**Run 1: cell classes on the final placement**

Bar = 20 um. Fill, decap, tap and diode cells in grey.
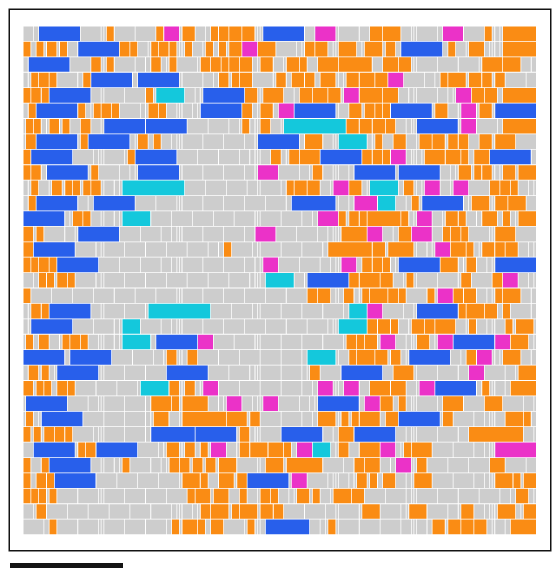
**Run 1: signal wires by layer**

Bar = 20 um. Only two layers are drawn.
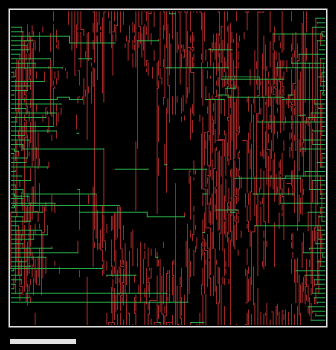
**Run 1: placement density heat map**

The die is cut into 10 by 10 equal tiles; black is low, pale yellow is high, 0 to 100% covered.
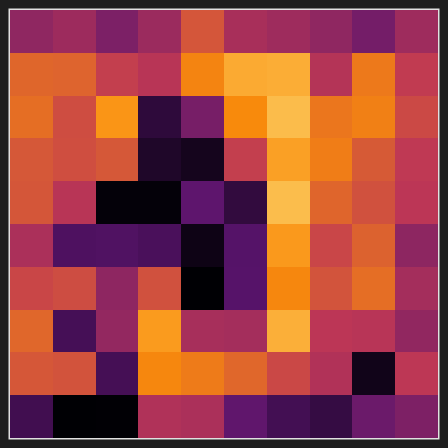
**Run 1: congestion heat map**

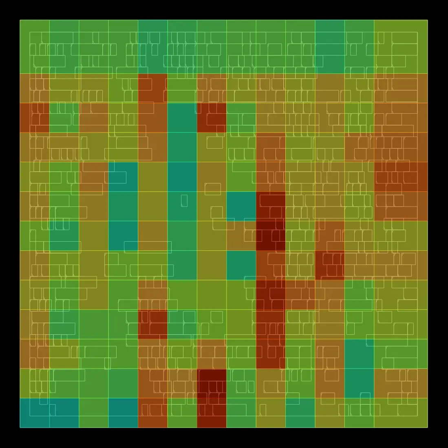
Design pc_fetch_ctrl, sky130hd; sources not shown.
==> impl_metrics.tcl, run 1 <==
# collected from the flow reports
set metrics [dict create \
    comb_area_share_pct 51.9 \
    met2_wirelength_mm 5.94 \
    biggestCellCategory "multi-input combinational cells" \
    signal_buffers_share_of_area_pct 8.67 \
    slowest_delay_ns 0.33 \
    post_synth_mux_area_share_pct 1.79 \
    post_cts.repair.setup_buffers 0 \
    outcome "completed" \
    synth-simple-area-share_pct 29.0 \
    n_tap_cell 105 \
    r2r_setup_slack_ns 0.32 \
    number_of_port_buffers 0 \
    drt_first_iter_violations 130 \
    cellInternalPower_mw 1.74 \
    yosysUniqueCellTypes 53 \
    layout.area.seq_sq_mm 0.00131 \
    clock_group_power_mw 1.06 \
    timing.critical_path.buf_inv 1 \
    setup.worst_path.end_class "primary output" \
    num-nets-final 611 \
    yosys-dominant-comb-family "simple AND/OR/NAND/NOR gates" \
    wl_met3_mm 1.11 \
    largest_reg_flops 32 \
    syn-instance-count 518 \
    worst-path-max-fanout 5 \
    io_pins 237 \
    share_seq_of_total_power_pct 44.9 \
    netSwitchingFraction_pct 26.7 \
    clkPwrFrac_pct 44.4 \
    hold_vio_cnt_final 0 \
    synthDominantAreaCellType "sky130_fd_sc_hd__dfxtp_1" \
    min_period_ns 2.57 \
    combinationalPower_mw 0.255 \
    drc 0 \
    clkSlewWorstSetupHoldPaths_ns 0.08 \
    ctsHoldBuffers 3 \
    hold-path-cell-count 1 \
    synth-seq-area-share_pct 33.2 \
    clock.fmax_mhz 389 \
    irDropWorstVdd_mv 0.354 \
    clock_buffer_count 9 \
    post_synth_tally_of_flip_flops_with_integrated_enable 0 \
    final_number_of_setup_violating_endpoints 0 \
    chipHeight_um 95.3 \
    layout.comb_gates.multi_input 376 \
    layout.clock.cell_area_share_pct 5.73 \
    netlist_area_sq_mm 0.00392 \
    total_power_mw 2.38 \
    netlist.top_cell.by_instances "sky130_fd_sc_hd__nand2_1" \
    power.largest_group "sequential cells" \
    worstPathCellList "ha_1, nand3_2, nor4_1, buf_4, nand3_1, xnor2_2" \
    critPathKind "register to primary output" \
    post-place-cells 587 \
    first_global_vias 3290 \
    dr_top_layer "met4" \
    placed_instance_area_sq_mm 0.00392 \
    worst_case_setup_slack_after_placement_ns 0.114 \
    hold_slack_ns 0.167 \
    yosysWarningCount 6 \
    synth_xor_xnor_area_share_pct 6.26 \
    multi_input_comb_area_sq_mm 0.00226 \
    ys_seq_elements 65 \
    n_fill_cell 793 \
    chipWidth_um 95.3 \
    seq_cell_power_mw 1.07 \
    ys_dominant_reg_cell "sky130_fd_sc_hd__dfxtp_1" \
    warning_count 29 \
    aoi_share_pct 17.7 \
    cts_made_buffers 9 \
    syn_to_final_growth_pct 10.9 \
    non_clock_inverter_count 7 \
    clock_path_buffers 2 \
    synth.top_cells.by_count "sky130_fd_sc_hd__nand2_1, sky130_fd_sc_hd__dfxtp_1, sky130_fd_sc_hd__a21oi_1" \
    timing.max_cap.violations 0 \
    clock_tree_from_tritoncts "built" \
    top_cell_area_share_pct 33.2 \
    r2r_cells 8 \
    firstDrtPassIters 4 \
    post_drt_antenna_nets 0 \
    finish.cell_count_without_fillers 615 \
    critical_path_data_arrival_time_ns 1.94 \
    cts-htree-levels 3 \
    floorplan.die_area_sq_mm 0.00908 \
    cp_slowest_cell "sky130_fd_sc_hd__dfxtp_1" \
    cts.sink_count 65 \
    cpLargestDelayFamily "simple AND/OR/NAND/NOR gates" \
    post_cts_resized 1 \
    cts.root.buffer_cell "sky130_fd_sc_hd__clkbuf_8" \
    timing.final.ws_setup_ns 0.109 \
    wire_length_of_the_first_global_routing_pass_mm 16.6 \
    synthArstFlopShare_pct 0 \
    design.seq.count 65 \
    number_of_antenna_diodes 0 \
    cellLeakagePower_nw 1.72 \
    worst_skew_pair_later_pin_latency_ns 0.35 \
    grt_setup_unrepaired "yes" \
    antenna_found_initial 0 \
    start_kind "register" \
    timing.critical_path.depth 6 \
    via_to_cell_ratio 6.03 \
    syn-mean-instance-area_sq_um 7.57 \
    timing.final.crit_share_pct 95.9 \
    worst_slew_margin_rel_pct 28.6 \
    required_ns 2.04 \
    met1Wirelength_mm 4.41 \
    power_frac_comb_pct 10.7 \
    yosys-stat-cells 518 \
    synth.area.top_cells "sky130_fd_sc_hd__dfxtp_1, sky130_fd_sc_hd__nand2_1, sky130_fd_sc_hd__a21oi_1, sky130_fd_sc_hd__buf_4, sky130_fd_sc_hd__xnor2_1" \
    net-switching-power_mw 0.636 \
    layout_top_cells "sky130_fd_sc_hd__nand2_1, sky130_fd_sc_hd__dfxtp_1, sky130_fd_sc_hd__a21oi_1" \
    nonClockBufferCount 46 \
    globalplace.congestion 0.814 \
    timing.final.max_slew_violations 0 \
    global_route.overflow_total 0 \
    power-per-cell-area_mw_per_mm2 547 \
]
Notes on 'cell classes on the final placement' above:
- blue: sequential cells (cells 65)
- cyan: clock drivers and dummy loads (cells 16)
- orange: combinational and other logic (cells 383)
- magenta: remaining buffers and delay cells (cells 46)
final design instance area without fill: 0.00434 sq mm
Util after Layout: 53.4%
fraction of area in registers: 30.0%
number of placement rows: 33

Notes on 'signal wires by layer' above:
- green: metal 3 (wire length 1,110 um)
- red: metal 2 (wire length 5,940 um)
total via count in the routed design: 3,706
GRT Total Usage: 24.0%
average routed wire per standard cell: 19.0 um
Detailed Route WL: 11.7 mm

Notes on 'placement density heat map' above:
- mean over tiles: 46%
- nearly empty tiles: 5.0%
- emptiest ninth of the die: centre
- fullest tile: 86%
- tiles over 75% full: 9.0%
core footprint: 0.00813 sq mm
floorplan utilization: 48.2%

Notes on 'congestion heat map' above:
layer with the highest usage after global routing: met2
global-route track usage on met2: 42.9%
grt met3 use: 8.22%
global routing met1 resource utilization: 26.2%

==> run 2, diff against run 1 <==
--- a/config.mk
+++ b/config.mk
@@ -13,6 +13,7 @@
 export DONT_BUFFER_PORTS = 1
 export HOLD_SLACK_MARGIN = 0.15
 export PLACE_DENSITY = 0.7
+export SETUP_SLACK_MARGIN = 0.4
 export SLEW_MARGIN = 10
 export SYNTH_ARGS = -nofsm -noshare
 export SYNTH_HDL_FRONTEND = slang
==> run 2 against run 1 <==
Non-clock buffer count up 51. Hold slack better by 0.041 ns. Synthesized cell count unchanged. Power decreased by 2.1%. Global-route usage up 1.4 points. Clock power down about 20%. Combinational power up 48%. Sequential power about the same.
==> impl_metrics.tcl, run 2 <==
# collected from the flow reports
set metrics [dict create \
    ys_seq_elements 65 \
    cp_slowest_cell "sky130_fd_sc_hd__dfxtp_4" \
    aoi_share_pct 17.7 \
    firstDrtPassIters 4 \
    total_via_count_in_the_routed_design 4096 \
    timing.final.crit_share_pct 89.8 \
    placed_instance_area_sq_mm 0.00394 \
    worst_skew_pair_later_pin_latency_ns 0.34 \
    warning_count 31 \
    start_kind "register" \
    via_to_cell_ratio 6.15 \
    hold_vio_cnt_final 0 \
    clock_buffer_count 9 \
    yosys-dominant-comb-family "simple AND/OR/NAND/NOR gates" \
    grt_setup_unrepaired "yes" \
    nonClockBufferCount 97 \
    drt_first_iter_violations 211 \
    seq-cell-share_pct 24.4 \
    net-switching-power_mw 0.696 \
    post_synth_tally_of_flip_flops_with_integrated_enable 0 \
    worst_case_setup_slack_after_placement_ns 0.0675 \
    signal_buffers_share_of_area_pct 18.9 \
    cts_made_buffers 9 \
    power_frac_comb_pct 16.3 \
    power-per-cell-area_mw_per_mm2 423 \
    row_count 33 \
    clock.fmax_mhz 416 \
    required_ns 2.04 \
    global_route.overflow_total 0 \
    timing.final.max_slew_violations 0 \
    floorplan.die_area_sq_mm 0.00908 \
    syn_to_final_growth_pct 40.3 \
    clock_group_power_mw 0.885 \
    critical_path_data_arrival_time_ns 1.77 \
    hold_slack_ns 0.208 \
    cts.sink_count 65 \
    worst-path-max-fanout 3 \
    timing.critical_path.buf_inv 3 \
    ctsHoldBuffers 3 \
    layout.comb_gates.multi_input 376 \
    timing.max_cap.violations 0 \
    share_seq_of_total_power_pct 45.7 \
    hold-path-cell-count 1 \
    cts.root.buffer_cell "sky130_fd_sc_hd__clkbuf_8" \
    fp_util_pct 48.2 \
    yosysWarningCount 6 \
    design.seq.count 65 \
    chipHeight_um 95.3 \
    setup.worst_path.end_class "primary output" \
    drc 0 \
    outcome "completed" \
    netlist.top_cell.by_instances "sky130_fd_sc_hd__nand2_1" \
    r2r_cells 7 \
    number_of_antenna_diodes 0 \
    largest_reg_flops 32 \
    layout_top_cells "sky130_fd_sc_hd__nand2_1, sky130_fd_sc_hd__buf_4, sky130_fd_sc_hd__a21oi_1" \
    synthArstFlopShare_pct 0 \
    chipWidth_um 95.3 \
    critPathKind "register to primary output" \
    finish.cell_count_without_fillers 666 \
    synth-seq-area-share_pct 33.2 \
    cts-htree-levels 3 \
    clock_path_buffers 2 \
    non_clock_inverter_count 7 \
    worst_hold_path_type "input port to register" \
    n_fill_cell 611 \
    min_period_ns 2.41 \
    n_tap_cell 105 \
    globalplace.congestion 0.837 \
    grt_usage_pct 25.3 \
    io_pins 237 \
    grt_most_used_layer "met2" \
    met1Wirelength_mm 5.14 \
    netlist_area_sq_mm 0.00392 \
    post_synth_mux_area_share_pct 1.79 \
    post_cts.repair.setup_buffers 23 \
    first_global_vias 3594 \
    total_power_mw 2.33 \
    post_drt_antenna_nets 0 \
    post_cts_resized 60 \
    number_of_port_buffers 0 \
    wl_met3_mm 1.61 \
    slowest_delay_ns 0.38 \
    clkSlewWorstSetupHoldPaths_ns 0.08 \
    setup-tns-final_ns 0 \
    met2_wirelength_mm 7.09 \
    cpLargestDelayFamily "buffers and inverters" \
    finish.instance_area_sq_mm 0.00550 \
    layout.clock.cell_area_share_pct 3.66 \
    syn-mean-instance-area_sq_um 7.57 \
    final_number_of_setup_violating_endpoints 0 \
    worst_slew_margin_rel_pct 34.6 \
    wire_length_of_the_first_global_routing_pass_mm 17.7 \
    grtUsageMet2_pct 42.9 \
    irDropWorstVdd_mv 0.275 \
    synth.top_cells.by_count "sky130_fd_sc_hd__nand2_1, sky130_fd_sc_hd__dfxtp_1, sky130_fd_sc_hd__a21oi_1" \
    core_area_sq_mm 0.00813 \
    biggestCellCategory "multi-input combinational cells" \
    combinationalPower_mw 0.378 \
    netSwitchingFraction_pct 29.9 \
    comb_area_share_pct 50.1 \
    grt.met3_usage_pct 8.77 \
    cellLeakagePower_nw 2.28 \
    clock_tree_from_tritoncts "built" \
    timing.critical_path.depth 8 \
    dr_top_layer "met4" \
    syn-instance-count 518 \
    timing.final.ws_setup_ns 0.274 \
    cellInternalPower_mw 1.63 \
    top_cell_area_share_pct 33.2 \
    yosys-stat-cells 518 \
    worstPathCellList "ha_4, nand3_4, buf_6, buf_6, nor4_4, buf_4, nand3_4, xnor2_2" \
    yosysUniqueCellTypes 53 \
    synth.area.top_cells "sky130_fd_sc_hd__dfxtp_1, sky130_fd_sc_hd__nand2_1, sky130_fd_sc_hd__a21oi_1, sky130_fd_sc_hd__buf_4, sky130_fd_sc_hd__xnor2_1" \
    synthDominantAreaCellType "sky130_fd_sc_hd__dfxtp_1" \
    ys_dominant_reg_cell "sky130_fd_sc_hd__dfxtp_1" \
    r2r_setup_slack_ns 0.48 \
    num-nets-final 662 \
    groute.layer.met1.usage_pct 30.0 \
    clkPwrFrac_pct 38.0 \
    synth-simple-area-share_pct 29.0 \
    seq_cell_power_mw 1.06 \
    synth_xor_xnor_area_share_pct 6.26 \
    antenna_found_initial 0 \
    post-place-cells 587 \
    multi_input_comb_area_sq_mm 0.00276 \
    power.largest_group "sequential cells" \
]
**Run 2: sequential cells coloured by netlist name**

Bar = 20 um.
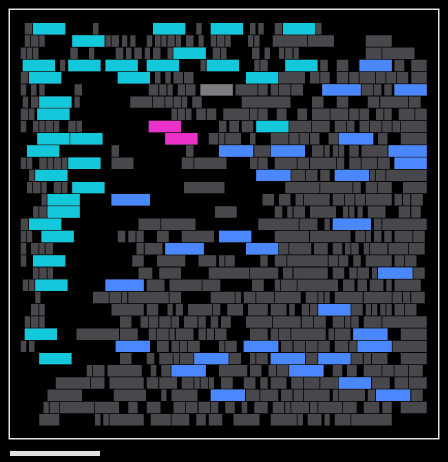
- magenta: `r_state` (placed flops 2)
- cyan: `instr` (placed flops 32)
- blue: `imem_addr` (placed flops 30)
Util after Layout: 67.6%
sequential standard cell area: 0.00134 sq mm

**Run 2: signal wires by layer**

Bar = 20 um. Only two layers are drawn.
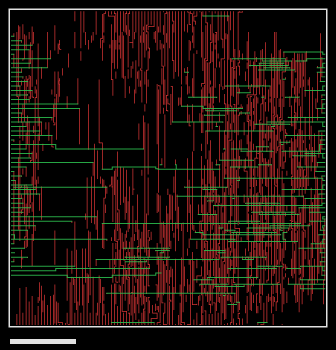
- red: metal 2 (wire length 7,090 um)
- green: metal 3 (wire length 1,610 um)
Detailed Route WL: 14.2 mm
average routed wire per standard cell: 21.3 um

No activity file was given, so power comes from the tool's default toggle rates.
